$ cat src/rtl/matmul_pkg.sv
// Shared types for the matmul sequencer: the job FSM state encoding and the default
// WAIT-timeout scale factor (timeout = TimeoutMult * N_SIZE cycles).
package matmul_pkg;

  typedef enum logic [2:0] {
    StIdle,
    StClr,
    StFeed,
    StWait,
    StCapt,
    StDrain
  } state_e;

  localparam int unsigned TimeoutMult = 4;

endpackage

$ cat src/rtl/operand_bank.sv
// A/B operand storage: whole rows are written by the host; a k-slice (column k of A,
// row k of B) is read combinationally while feeding the array.
module operand_bank #(
  parameter int unsigned DATAWIDTH = 16,
  parameter int unsigned N_SIZE    = 3
) (
  input  logic                             clk,
  input  logic                             rst_n,
  input  logic                             wr_en_i,
  input  logic                             wr_sel_i,
  input  logic [$clog2(N_SIZE)-1:0]        wr_idx_i,
  input  logic [N_SIZE*DATAWIDTH-1:0]      wr_data_i,
  input  logic [$clog2(N_SIZE)-1:0]        rd_k_i,
  output logic [N_SIZE-1:0][DATAWIDTH-1:0] col_a_o,
  output logic [N_SIZE-1:0][DATAWIDTH-1:0] row_b_o
);

  // Indexed [row][col]; element 0 of a written row lands in column 0.
  logic [N_SIZE-1:0][N_SIZE-1:0][DATAWIDTH-1:0] a_q;
  logic [N_SIZE-1:0][N_SIZE-1:0][DATAWIDTH-1:0] b_q;

  always_ff @(posedge clk or negedge rst_n) begin
    if (!rst_n) begin
      a_q <= '0;
      b_q <= '0;
    end else if (wr_en_i) begin
      if (wr_sel_i) begin
        b_q[wr_idx_i] <= wr_data_i;
      end else begin
        a_q[wr_idx_i] <= wr_data_i;
      end
    end
  end

  always_comb begin
    col_a_o = '0;
    for (int unsigned i = 0; i < N_SIZE; i++) begin
      col_a_o[i] = a_q[i][rd_k_i];
    end
    row_b_o = b_q[rd_k_i];
  end

endmodule

$ cat src/rtl/matmul_sequencer.sv
// Job sequencer for an N x N matrix-multiply array: clears the array, feeds A/B k-slices,
// waits for and captures the result rows, then streams them out over a ready/valid port.
module matmul_sequencer
  import matmul_pkg::*;
#(
  parameter int unsigned DATAWIDTH = 16,
  parameter int unsigned N_SIZE    = 3,
  parameter int unsigned TIMEOUT   = TimeoutMult * N_SIZE
) (
  input  logic                               clk,
  input  logic                               rst_n,
  input  logic                               wr_en,
  input  logic                               wr_sel,
  input  logic [$clog2(N_SIZE)-1:0]          wr_idx,
  input  logic [N_SIZE*DATAWIDTH-1:0]        wr_data,
  output logic                               wr_err,
  input  logic                               start,
  output logic                               busy,
  output logic                               done,
  output logic                               err,
  output logic                               arr_rst_n,
  output logic                               arr_valid_in,
  output logic [N_SIZE-1:0][DATAWIDTH-1:0]   arr_a,
  output logic [N_SIZE-1:0][DATAWIDTH-1:0]   arr_b,
  input  logic                               arr_valid_out,
  input  logic [N_SIZE-1:0][2*DATAWIDTH-1:0] arr_c,
  output logic                               res_valid,
  input  logic                               res_ready,
  output logic [N_SIZE*2*DATAWIDTH-1:0]      res_row,
  output logic [$clog2(N_SIZE)-1:0]          res_idx
);

  localparam int unsigned IdxW   = $clog2(N_SIZE);
  localparam int unsigned CntMax = (TIMEOUT > N_SIZE) ? TIMEOUT : N_SIZE;
  localparam int unsigned CntW   = $clog2(CntMax + 1);

  state_e                                    state_q, state_d;
  logic [CntW-1:0]                           cnt_q, cnt_d;
  logic [IdxW-1:0]                           row_q, row_d;
  logic                                      done_q, done_d;
  logic                                      err_q, err_d;
  logic                                      wr_err_q, wr_err_d;
  logic                                      arr_rst_n_q, arr_rst_n_d;
  logic [N_SIZE-1:0][N_SIZE*2*DATAWIDTH-1:0] res_q;
  logic                                      cap_en;
  logic                                      wr_accept;
  logic                                      feed;
  logic [N_SIZE-1:0][DATAWIDTH-1:0]          col_a, row_b;

  // Out-of-range row indices are rejected like writes attempted while busy.
  assign wr_accept = wr_en && (state_q == StIdle) && (32'(wr_idx) < N_SIZE);
  assign wr_err_d  = wr_en && !wr_accept;

  operand_bank #(
    .DATAWIDTH (DATAWIDTH),
    .N_SIZE    (N_SIZE)
  ) u_operand_bank (
    .clk       (clk),
    .rst_n     (rst_n),
    .wr_en_i   (wr_accept),
    .wr_sel_i  (wr_sel),
    .wr_idx_i  (wr_idx),
    .wr_data_i (wr_data),
    .rd_k_i    (cnt_q[IdxW-1:0]),
    .col_a_o   (col_a),
    .row_b_o   (row_b)
  );

  always_comb begin
    state_d = state_q;
    cnt_d   = cnt_q;
    row_d   = row_q;
    done_d  = 1'b0;
    err_d   = err_q;
    cap_en  = 1'b0;
    unique case (state_q)
      StIdle: begin
        if (start) begin
          state_d = StClr;
          err_d   = 1'b0;
          cnt_d   = '0;
          row_d   = '0;
        end
      end
      StClr: begin
        state_d = StFeed;
        cnt_d   = '0;
      end
      StFeed: begin
        if (cnt_q == CntW'(N_SIZE - 1)) begin
          state_d = StWait;
          cnt_d   = '0;
        end else begin
          cnt_d = cnt_q + 1'b1;
        end
      end
      StWait: begin
        // The first valid row arrives here and is captured as row 0.
        if (arr_valid_out) begin
          cap_en  = 1'b1;
          row_d   = IdxW'(1);
          state_d = StCapt;
        end else if (cnt_q == CntW'(TIMEOUT - 1)) begin
          state_d = StIdle;
          done_d  = 1'b1;
          err_d   = 1'b1;
        end else begin
          cnt_d = cnt_q + 1'b1;
        end
      end
      StCapt: begin
        if (arr_valid_out) begin
          cap_en = 1'b1;
          if (row_q == IdxW'(N_SIZE - 1)) begin
            state_d = StDrain;
            row_d   = '0;
          end else begin
            row_d = row_q + 1'b1;
          end
        end
      end
      StDrain: begin
        if (res_ready) begin
          if (row_q == IdxW'(N_SIZE - 1)) begin
            state_d = StIdle;
            done_d  = 1'b1;
            row_d   = '0;
          end else begin
            row_d = row_q + 1'b1;
          end
        end
      end
      default: state_d = StIdle;
    endcase
    arr_rst_n_d = (state_d != StClr);
  end

  always_ff @(posedge clk or negedge rst_n) begin
    if (!rst_n) begin
      state_q     <= StIdle;
      cnt_q       <= '0;
      row_q       <= '0;
      done_q      <= 1'b0;
      err_q       <= 1'b0;
      wr_err_q    <= 1'b0;
      arr_rst_n_q <= 1'b0;
      res_q       <= '0;
    end else begin
      state_q     <= state_d;
      cnt_q       <= cnt_d;
      row_q       <= row_d;
      done_q      <= done_d;
      err_q       <= err_d;
      wr_err_q    <= wr_err_d;
      arr_rst_n_q <= arr_rst_n_d;
      if (cap_en) begin
        res_q[row_q] <= arr_c;
      end
    end
  end

  assign feed         = (state_q == StFeed);
  assign busy         = (state_q != StIdle);
  assign done         = done_q;
  assign err          = err_q;
  assign wr_err       = wr_err_q;
  assign arr_rst_n    = arr_rst_n_q;
  assign arr_valid_in = feed;
  assign arr_a        = feed ? col_a : '0;
  assign arr_b        = feed ? row_b : '0;
  assign res_valid    = (state_q == StDrain);
  assign res_idx      = row_q;
  assign res_row      = res_q[row_q];

endmodule

$ cat config.mk
export PLATFORM = sky130hd
export DESIGN_NAME = matmul_sequencer
export DESIGN_NICKNAME = d
export VERILOG_FILES = /design/src/rtl/matmul_pkg.sv /design/src/rtl/operand_bank.sv /design/src/rtl/matmul_sequencer.sv
export SDC_FILE = /design/constraint.sdc
export NUM_CORES = 1
export LEC_CHECK = 0
export CORE_ASPECT_RATIO = 0.75
export CORE_MARGIN = 4
export CORE_UTILIZATION = 24
export DETAILED_ROUTE_END_ITERATION = 16
export SLEW_MARGIN = 10
export SYNTH_ARGS = -nofsm -noshare
export SYNTH_HDL_FRONTEND = slang
export SYNTH_SLANG_ARGS = --single-unit
export TNS_END_PERCENT = 100
$ cat constraint.sdc
create_clock -name clk -period 3.1 [get_ports clk]
set_input_delay 0.62 -clock clk [delete_from_list [all_inputs] [get_ports clk]]
set_output_delay 0.62 -clock clk [all_outputs]
set_load 0.01 [all_outputs]
**Run 1: routed metal per tile**

Scale: 1 px per um. The die is cut into 39 by 30 equal tiles; dark purple is low, yellow is high, scaled to the fullest tile. Values are wire area over tile area, all layers added.
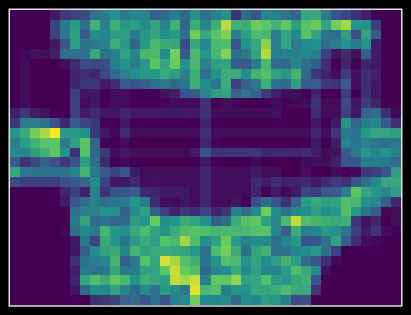
fullest tile	0.39
emptiest ninth of the die	center
tiles over half the peak	25%
routed vias: 17740
overall routing resource usage: 13.82%

**Run 1: cell placement**

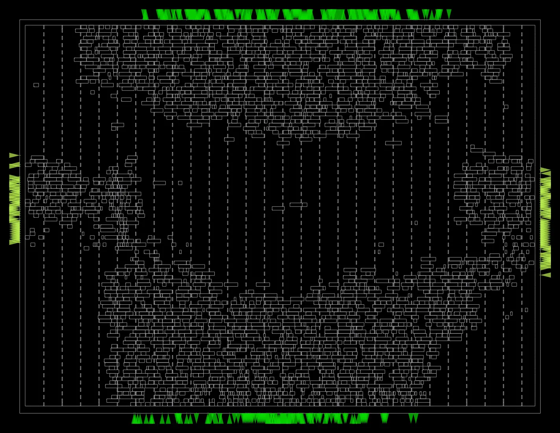
final-layout fill cell count: 10990
TAP cells: 1444
post-layout util: 31.93%
non-filler instance count after layout: 3939

**Run 1: zoomed window**

Window x 170 to 220, y 182 to 232 um. Cells in gray, sequential cells in the stronger gray; small squares are vias.
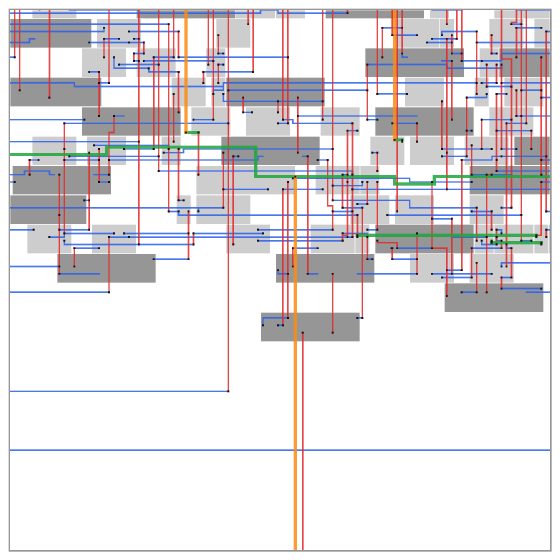
layer	color
M1	blue
M2	red
M3	green
M4	orange
cells with their middle in the window	58
netlist names of flops here include	res_q (16)
most frequent	dfrtp_1 (16), mux2_2 (15), nand2_1 (6)
sequential cells in the window	16

==> reports/metrics.csv, run 1 <==
metric,value,unit
critPathRequiredTime,2.48,ns
synthCells,2054,
fp_util,24.14,%
cts-htree-levels,3,
final_area,34900,um2
tns,0,ns
ir_worst_vdd,0.0003791,V
path_class,register to output port,
grt.met3_usage,2.605,%
p_leak,15.50,nW
cp.arrival,2.37,ns
grt_pass1_vias,18430,
cts_tree,built,
fmax,334.4,MHz
finalHoldViolCount,0,
syn_area_per_cell,12.85,um2
vias_per_cell,4.503,
maxPowerGroup,combinational logic,
status,finished clean,
synthArstFlopShare,100.0,%
powerComb,13.3,mW
grt_pass1_wl,122.3,mm
max_cap_violations,0,
cts_max_path_buffers,3,
reg2reg_setup_slack,0.64,ns
cts_sinks,589,
finalWorstPathRequiredPeriod,2.991,ns
post_cts_buffers,16,
cts_root_buffer,clkbuf_16,
syn_nets,2209,
cts_hold_buf,1,
post-place-ws,0.2046,ns
p_total,34.65,mW
port_buffers,353,
hold_ws,0.4992,ns
ios,354,
ys.flops,589,
max-slew-margin-rel,56.68,%
rsz0062_at_grt,yes,
start_kind,register,
dp_cells,3791,
power_density,992.8,nW/um2
crit_top_cell,nor2_1,
die_w,390.9,um
clockPowerShare,24.0,%
coreArea,109300,um2
synth-edff-count,0,
cpMaxStageDelayCell,dfrtp_4,
setup_slack,0.1093,ns
warning_count,29,
end_kind,output port,
layout_top_cell,dfrtp_1,
pg_seq,13.0,mW
powerClk,8.31,mW
r2r-start,state_q[0]$_DFF_PN0_,
hold_class,register to register,
cts_buffers,67,
simple_gate_area_share,5.243,%
grt_util_met2,21.11,%
comb_power_share,38.4,%
cp_max_fo,24,
drv_slew,0,
busiest_layer,met2,
area_growth,32.26,%
drt_iter0_drc,895,
dr.pass1.iters,5,
setup_viol,0,
rows,105,
fin_crit_sh,96.48,%
pwr-share-seq,37.6,%
setup.worst_path.start,cnt_q[1]$_DFFE_PN0P_,
totalWireLength,80.98,mm
drc,0,
gp_congestion,0.7663,
grt_overflow,0,
synth-cells-yosys,2054,
[run 1: cell type report]
class	instances	area (um2)
antenna	2	5.005
timing repair buffer	462	4771
inverter	6	22.52
multi-input combinational	1321	11260
sequential	589	14750
clock inverter	18	262.8
fill	10990	74400
tap	1444	1807
clock buffer	97	2024
[run 1: state kept, by name (all words and copies together), names as in the netlist]
signal              flops
done                    1
u_operand_bank.a_q    144
res_idx                 2
err                     1
wr_err                  1
cnt_q                   4
res_q                 288
state_q                 3
arr_rst_n               1
u_operand_bank.b_q    144
[run 1: worst max-delay path, delay by kind of cell (launching register included)]
| kind | cells | cell delay [ns] |
|---|---|---|
| DFF | 1 | 0.51 |
| buffers and inverters | 3 | 0.66 |
| muxes | 1 | 0.22 |
| and+or+nand+nor | 2 | 0.13 |
| AOI/OAI and AO/OA | 1 | 0.20 |
[run 1: Yosys cell counts (2+ instances only)]
cell	n	area share [%]
nor2b_1	4	0.095
buf_2	26	0.49
inv_1	6	0.085
buf_6	15	0.64
o211ai_1	2	0.057
a21oi_1	97	1.8
nand2_1	115	1.6
mux2_2	557	24
or4b_4	2	0.10
nor3_1	3	0.057
mux2i_1	193	7.3
or3b_2	3	0.10
nor2_1	198	2.8
dfrtp_1	589	56
nor4_1	2	0.047
mux2_4	16	0.91
nand3_1	5	0.095
ha_1	2	0.095
mux2_1	4	0.17
clkbuf_1	63	0.90
o21ai_0	98	1.9
nand3b_1	2	0.057
buf_1	34	0.48
[run 1: per-layer routing]
layer	part of all wire (%)	wire, um
met5	0.051	41
met4	1.6	1298
met3	3.7	2998
met1	50	40520
met2	45	36120
==> inputs of run 2 (changes only) <==
Settings changed: CELL_PAD_IN_SITES_DETAIL_PLACEMENT from default to 0, CELL_PAD_IN_SITES_GLOBAL_PLACEMENT from default to 1, PLACE_DENSITY from default to 0.51.
**Run 2: cell placement**

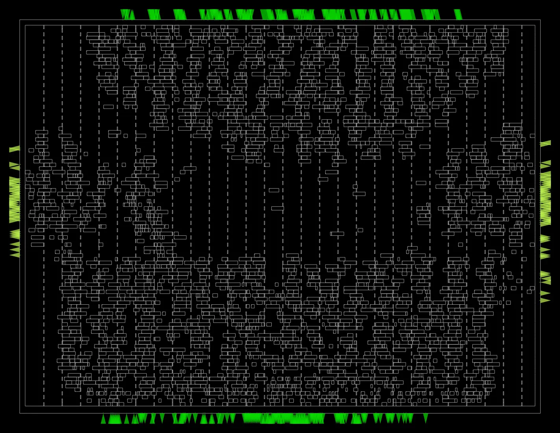
seq_cells: 589
core footprint: 109300 um2
flop share of the area: 42.05%
final-layout fill cell count: 10930
non-filler instance count after layout: 3960

**Run 2: zoomed window**

Window x 170 to 220, y 182 to 232 um. Cells in gray, sequential cells in the stronger gray; small squares are vias.
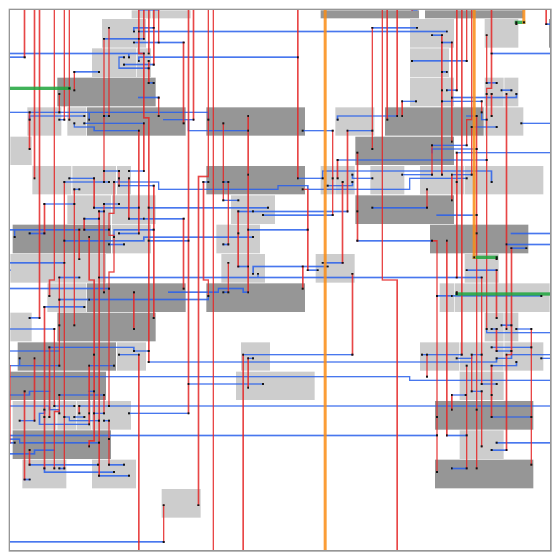

==> run 2 against run 1 <==
Compared with the run above: register-to-register slack got worse by 0.14 ns; hold slack worse by 0.47 ns; sequential cell count stayed put; clock power rose by 3.1%; cell area grew 0.51%; synthesized cell count unchanged; clock-buffer cell count grew 12; cell count rose by 0.53%.
==> reports/metrics.csv, run 2 <==
metric,value,unit
ys_area,26390,um2
dr.pass1.iters,4,
setup_slack,0.08613,ns
cts_sinks,589,
end_kind,output port,
timing.rr.end,res_q[38]$_DFFE_PN0P_,
ir_worst_vdd,0.0004130,V
ys_top_cells_by_count,"589 x dfrtp_1, 557 x mux2_2, 198 x nor2_1",
layout_top_cell,dfrtp_1,
clkTransAtPathRegs,0.06,ns
met1_usage,19.99,%
reg2reg_setup_slack,0.50,ns
cts_max_path_buffers,3,
syn_area_per_cell,12.85,um2
syn_nets,2209,
grt_overflow,0,
fin_nets,2611,
gp_congestion,0.7521,
top_regs,"res_q x288, u_operand_bank.a_q x144, u_operand_bank.b_q x144",
synth_area,26390,um2
setup.worst_path.start,cnt_q[1]$_DFFE_PN0P_,
synth-edff-count,0,
top_cell_area_share,55.85,%
pg_seq,13.0,mW
finalHoldViolCount,0,
fin_crit_sh,97.22,%
status,finished clean,
cpPeakStageDelay,0.54,ns
most_common_cell,dfrtp_1,
grt_util_met2,23.81,%
drv_slew,0,
top_layer,met4,
grt_start_max_net_pins,87,
ys_types,41,
grt_pass1_vias,19270,
die_w,390.9,um
synth-cells-yosys,2054,
synth_seq_share,55.85,%
crit_chain,nor2_4 -> buf_12 -> buf_4 -> buf_4 -> bufbuf_16 -> a21oi_1 -> nor2_1 -> buf_4,
port_buffers,353,
crit_top_cell,buf_4,
hold_ws,0.02439,ns
power.switching,11.79,mW
drc,0,
p_sw_share,33.64,%
top_register,res_q,
warning_count,29,
max-slew-margin-rel,46.74,%
cpMaxStageDelayCell,dfrtp_4,
wl_met2,40.87,mm
finish.utilization,32.10,%
rows,105,
busiest_layer,met2,
ios,354,
cts_root_buffer,clkbuf_16,
drt_iter0_drc,774,
hold_class,primary input to asynchronous set/reset pin,
clockPowerShare,24.4,%
ff_type,dfrtp_1,
internal-power,23.26,mW
dp_cells,3791,
start_kind,register,
maxPowerGroup,combinational logic,
wl_met1,40.06,mm
worstMarginPinSlew,0.7990,ns
clk_latency,0.62,ns
layout_top_cells,"584 x dfrtp_1, 557 x mux2_2, 188 x mux2i_1, 171 x nor2_1, 163 x clkdlybuf4s50_1",
die_area,115400,um2
fp_util,24.14,%
antenna_left,0,
path_class,register to output port,
pwr-share-seq,37.1,%
wl_met3,3.081,mm
synth_top_cell_by_area,dfrtp_1,
cts_buffers,71,
cts_tree,built,
r2r-start,state_q[0]$_DFF_PN0_,
comb_power_share,38.5,%
cp.arrival,2.39,ns
powerComb,13.5,mW
synth_warnings,0,
grt_pass1_wl,127.7,mm
cts-htree-levels,3,
placed_cell_area,32180,um2
worstRegToRegCells,6,
p_leak,15.64,nW
ys.flops,589,
skew,0.01678,ns
post-place-ws,0.1492,ns
finalWorstPathRequiredPeriod,3.014,ns
powerClk,8.57,mW
area_leaders,"dfrtp_1 56%, mux2_2 24%, mux2i_1 7.3%",
dieHeight,295.2,um
largest_reg_flops,288,
drive_gt1_share,35.86,%
max_cap_violations,0,
totalWireLength,86.28,mm
antenna_found_initial,10,
vias_per_cell,4.497,
area_growth,32.93,%
critPathRequiredTime,2.48,ns
rsz0062_at_grt,yes,
grt.met3_usage,2.728,%
setup_viol,0,
endpoint,arr_b[17],
num_vias,17810,
hpwlAfterDp,57.03,mm
synthCells,2054,
power_density,999.3,nW/um2
synthArstFlopShare,100.0,%
fmax,331.8,MHz
final_area,35080,um2
cp_max_fo,14,
**Run 2: routed metal per tile**

Scale: 1 px per um. The die is cut into 39 by 30 equal tiles; dark purple is low, yellow is high, scaled to the fullest tile. Values are wire area over tile area, all layers added.
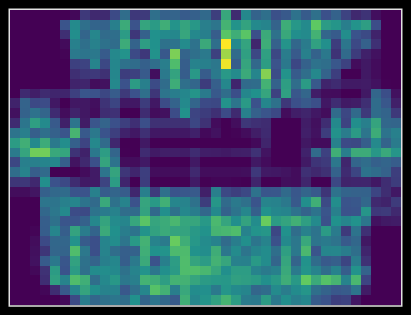
overall routing resource usage: 14.72%
Routed wire per std cell: 21.79 um

==> run 2: cell count changes in the layout (fill, tap and decap cells not counted), moves of 8 or more <==
cell	previous run	this run
nor2_2	11	25
buf_12	24	36
clkbuf_2	22	10
nor2_1	186	171
a21oi_2	41	17
buf_2	3	11
a21oi_1	57	79
==> run 2: worst max-delay path: cells and delay by family (launching register included) <==
family                 cells  cell delay (ns)
buffers and inverters      5             0.83
DFF                        1             0.54
and+or+nand+nor            2             0.30
AOI/OAI and AO/OA          1             0.08
==> run 2: final cells by class <==
cell class | instances | area, um2 | share of cell area, %
Antenna cell | 9 | 22.52 | 0.06420
Clock buffer | 109 | 2216 | 6.316
Clock inverter | 15 | 200.2 | 0.5706
Inverter | 6 | 22.52 | 0.06420
Multi-Input combinational cell | 1321 | 11230 | 32.01
Sequential cell | 589 | 14750 | 42.05
Tap cell | 1444 | 1807 | 5.150
Timing Repair Buffer | 467 | 4833 | 13.78
==> run 2: stage by stage <==
step           power, mW  TNS, ns
4_1_cts            35.56  -0.8594
6_report           35.06        0
2_1_floorplan      20.16        0
3_5_place_dp       26.84        0
3_3_place_gp       26.38        0
5_1_grt            37.35  -0.1650
==> run 2: repair_timing <==
item                                    CTS  global route
hold endpoints to repair                  0             0
gates resized                           285            67
endpoints found under the setup margin  193            33
pin swaps                                 6             4
hold buffers                              0             0
gates cloned                              4             2
buffers inserted                         27             3
==> run 2: cell families after synthesis <==
family          share of synthesized area (%)
buf+inv                                 2.598
mux                                     32.17
flops                                   55.85
simple gates                            5.243
fa+ha+maj                             0.09480
compound gates                          4.049
==> inputs of run 3 (changes only) <==
Settings changed: SETUP_SLACK_MARGIN from default to 0.3.
**Run 3: routed metal per tile**

Scale: 1 px per um. The die is cut into 39 by 30 equal tiles; dark purple is low, yellow is high, scaled to the fullest tile. Values are wire area over tile area, all layers added.
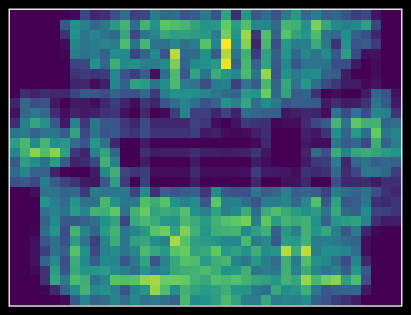
Routed wire per std cell: 22.18 um
overall routing resource usage: 14.97%
Post-Route WL: 89.42 mm
routed vias: 18140

**Run 3: zoomed window**

Window x 170 to 220, y 182 to 232 um. Cells in gray, sequential cells in the stronger gray; small squares are vias.
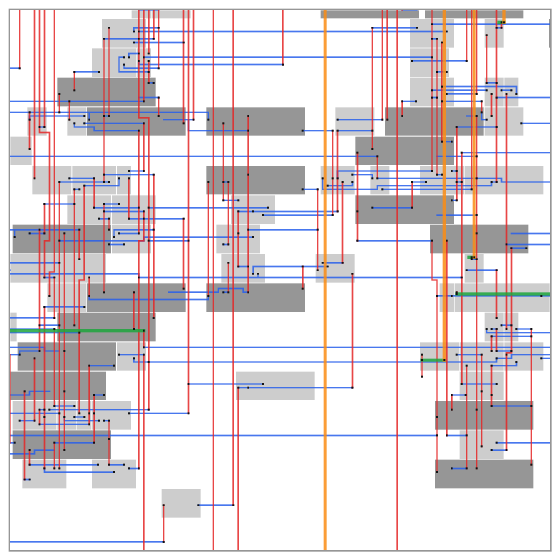
layer	color
M4	orange
M1	blue
M2	red
M3	green
cells with their middle in the window	66
sequential cells in the window	17
netlist names of flops here include	res_q (17)
most frequent	mux2_2 (17), dfrtp_1 (17)

==> run 3 against run 2 <==
Compared with the run above: non-clock buffer count grew 72; synthesized cell count is the same; global-route usage grew 0.25 points; power grew 5.1%; core utilization grew 0.94 points; synthesized area is the same; largest power group unchanged.
==> reports/metrics.csv, run 3 <==
metric,value,unit
ys_types,41,
drive_gt1_share,47.15,%
worstRegToRegCells,6,
cts_max_path_buffers,3,
cts_tree,built,
synthCells,2054,
max_cap_violations,0,
area_leaders,"dfrtp_1 56%, mux2_2 24%, mux2i_1 7.3%",
top_regs,"res_q x288, u_operand_bank.a_q x144, u_operand_bank.b_q x144",
ff_type,dfrtp_1,
pwr-share-seq,35.7,%
p_leak,15.91,nW
top_layer,met4,
critPathRequiredTime,2.48,ns
final_area,36110,um2
vias_per_cell,4.500,
fp_util,24.14,%
placed_cell_area,32180,um2
grt_start_max_net_pins,87,
start_kind,register,
die_w,390.9,um
hold_ws,0.02900,ns
crit_top_cell,buf_4,
wl_met1,41.21,mm
max-slew-margin-rel,46.50,%
setup_slack,0.1609,ns
gp_congestion,0.7521,
synth_warnings,0,
grt.met3_usage,2.773,%
skew,0.01747,ns
synthArstFlopShare,100.0,%
clk_latency,0.62,ns
antenna_left,0,
coreArea,109300,um2
fmax,340.2,MHz
die_area,115400,um2
port_buffers,353,
internal-power,24.12,mW
cpPeakStageDelay,0.54,ns
pg_seq,13.2,mW
wl_met2,41.71,mm
dieHeight,295.2,um
layout_top_cells,"584 x dfrtp_1, 557 x mux2_2, 176 x mux2i_1, 157 x clkdlybuf4s50_1, 147 x nor2_1",
drt_iter0_drc,709,
top_register,res_q,
tns,0,ns
simple_gate_area_share,5.243,%
synth_top_cell_by_area,dfrtp_1,
layout_top_cell,dfrtp_1,
rows,105,
dr.pass1.iters,5,
synthAoiAreaFrac,4.049,%
mux_share,32.17,%
crit_cells,8,
grt_pass1_wl,129.6,mm
p_sw_share,34.50,%
powerClk,8.58,mW
busiest_layer,met2,
area_growth,36.81,%
synth-xor-area-share,0,%
rsz0062_at_grt,yes,
synth_seq_share,55.85,%
most_common_cell,dfrtp_1,
clkTransAtPathRegs,0.06,ns
syn_nets,2209,
maxPowerGroup,combinational logic,
cp_max_fo,9,
power.switching,12.71,mW
cts_sinks,589,
clockPowerShare,23.3,%
fin_nets,2683,
cts_buffers,71,
p_total,36.83,mW
setup_viol,0,
dp_cells,3791,
wl_met3,3.910,mm
worstMarginPinSlew,0.8026,ns
hpwlAfterDp,57.03,mm
adder_share,0.09482,%
antenna_found_initial,11,
synth_area,26390,um2
path_class,register to output port,
warning_count,29,
largest_reg_flops,288,
power_density,1020,nW/um2
cts-htree-levels,3,
powerComb,15.1,mW
cpMaxStageDelayCell,dfrtp_4,
top_logic_kind,multiplexers,
synth-cells-yosys,2054,
finalHoldViolCount,0,
drv_slew,0,
grt_overflow,0,
path_buffers,4,
cp_top_family,buffers and inverters,
fin_crit_sh,94.81,%
crit_chain,buf_16 -> buf_4 -> buf_4 -> mux2i_1 -> nor2_1 -> a21oi_2 -> nor2_2 -> clkbuf_2,
ir_worst_vdd,0.0004314,V
cp.arrival,2.32,ns
ys.flops,589,
drc,0,
cts_root_buffer,clkbuf_16,
syn_area_per_cell,12.85,um2
hold_class,primary input to asynchronous set/reset pin,
comb_power_share,41.0,%
post-place-ws,0.1492,ns
top_cell_area_share,55.85,%
end_kind,output port,
grt_pass1_vias,19480,
grt_util_met2,24.04,%
met1_usage,20.43,%
ys_top_cells_by_count,"589 x dfrtp_1, 557 x mux2_2, 198 x nor2_1",
synth-edff-count,0,
status,finished clean,
ys_area,26390,um2
**Run 3: cell placement**

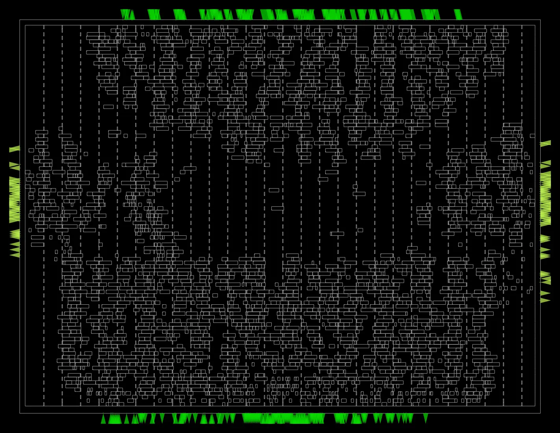
final-layout fill cell count: 10790
post-layout util: 33.03%
flop share of the area: 40.86%
non-filler instance count after layout: 4031

==> run 3: worst paths after layout <==
path,from,endpoint,slack [ns]
worst min register to register,u_operand_bank.b_q[124]$_DFFE_PN0P_,u_operand_bank.b_q[124]$_DFFE_PN0P_,0.49
worst max-delay path,cnt_q[1]$_DFFE_PN0P_,arr_a[12],0.16
max in group asynchronous,rst_n,u_operand_bank.a_q[108]$_DFFE_PN0P_,2.06
worst min-delay path,rst_n,u_operand_bank.b_q[54]$_DFFE_PN0P_,0.03
worst max register to register,state_q[1]$_DFF_PN0_,res_q[35]$_DFFE_PN0P_,0.47
min in group clk,u_operand_bank.b_q[124]$_DFFE_PN0P_,u_operand_bank.b_q[124]$_DFFE_PN0P_,0.49
==> run 3: cells by family (layout without fill, tap and decap cells) <==
family	Yosys count	after routing
AND/OR/NAND/NOR	342	342
AND-OR/OR-AND	207	207
multiplexers	770	770
adder cells (fa/ha/maj)	2	2
buffers and inverters	144	669
flip-flops	589	589
other	0	8
==> run 3: what timing repair did <==
action                                  CTS  global route
hold endpoints to repair                  0             0
setup buffers                            47            47
resized                                 676           353
pin swaps                                11            55
hold buffers                              0             0
endpoints found under the setup margin  195           138
gates cloned                              7             7
==> run 3: cell type report <==
type                            instances  area [um2]  share of cell area (%)
Sequential cell                       589       14750                   40.86
Multi-Input combinational cell       1321       11790                   32.66
Timing Repair Buffer                  539        5291                   14.66
Clock buffer                          109        2216                   6.137
Tap cell                             1444        1807                   5.004
Clock inverter                         15       200.2                  0.5545
Inverter                                6       25.02                 0.06931
Antenna cell                            8       20.02                 0.05545
==> run 3: worst reg2reg max path, cell delays in order (launching register included) <==
cell and delay (ns):
dfrtp_2 0.45, buf_4 0.18, or3b_2 0.49, a21oi_2 0.40, nand2_4 0.29, buf_12 0.27, mux2_2 0.44
Power is estimated from default activity; no workload was simulated.
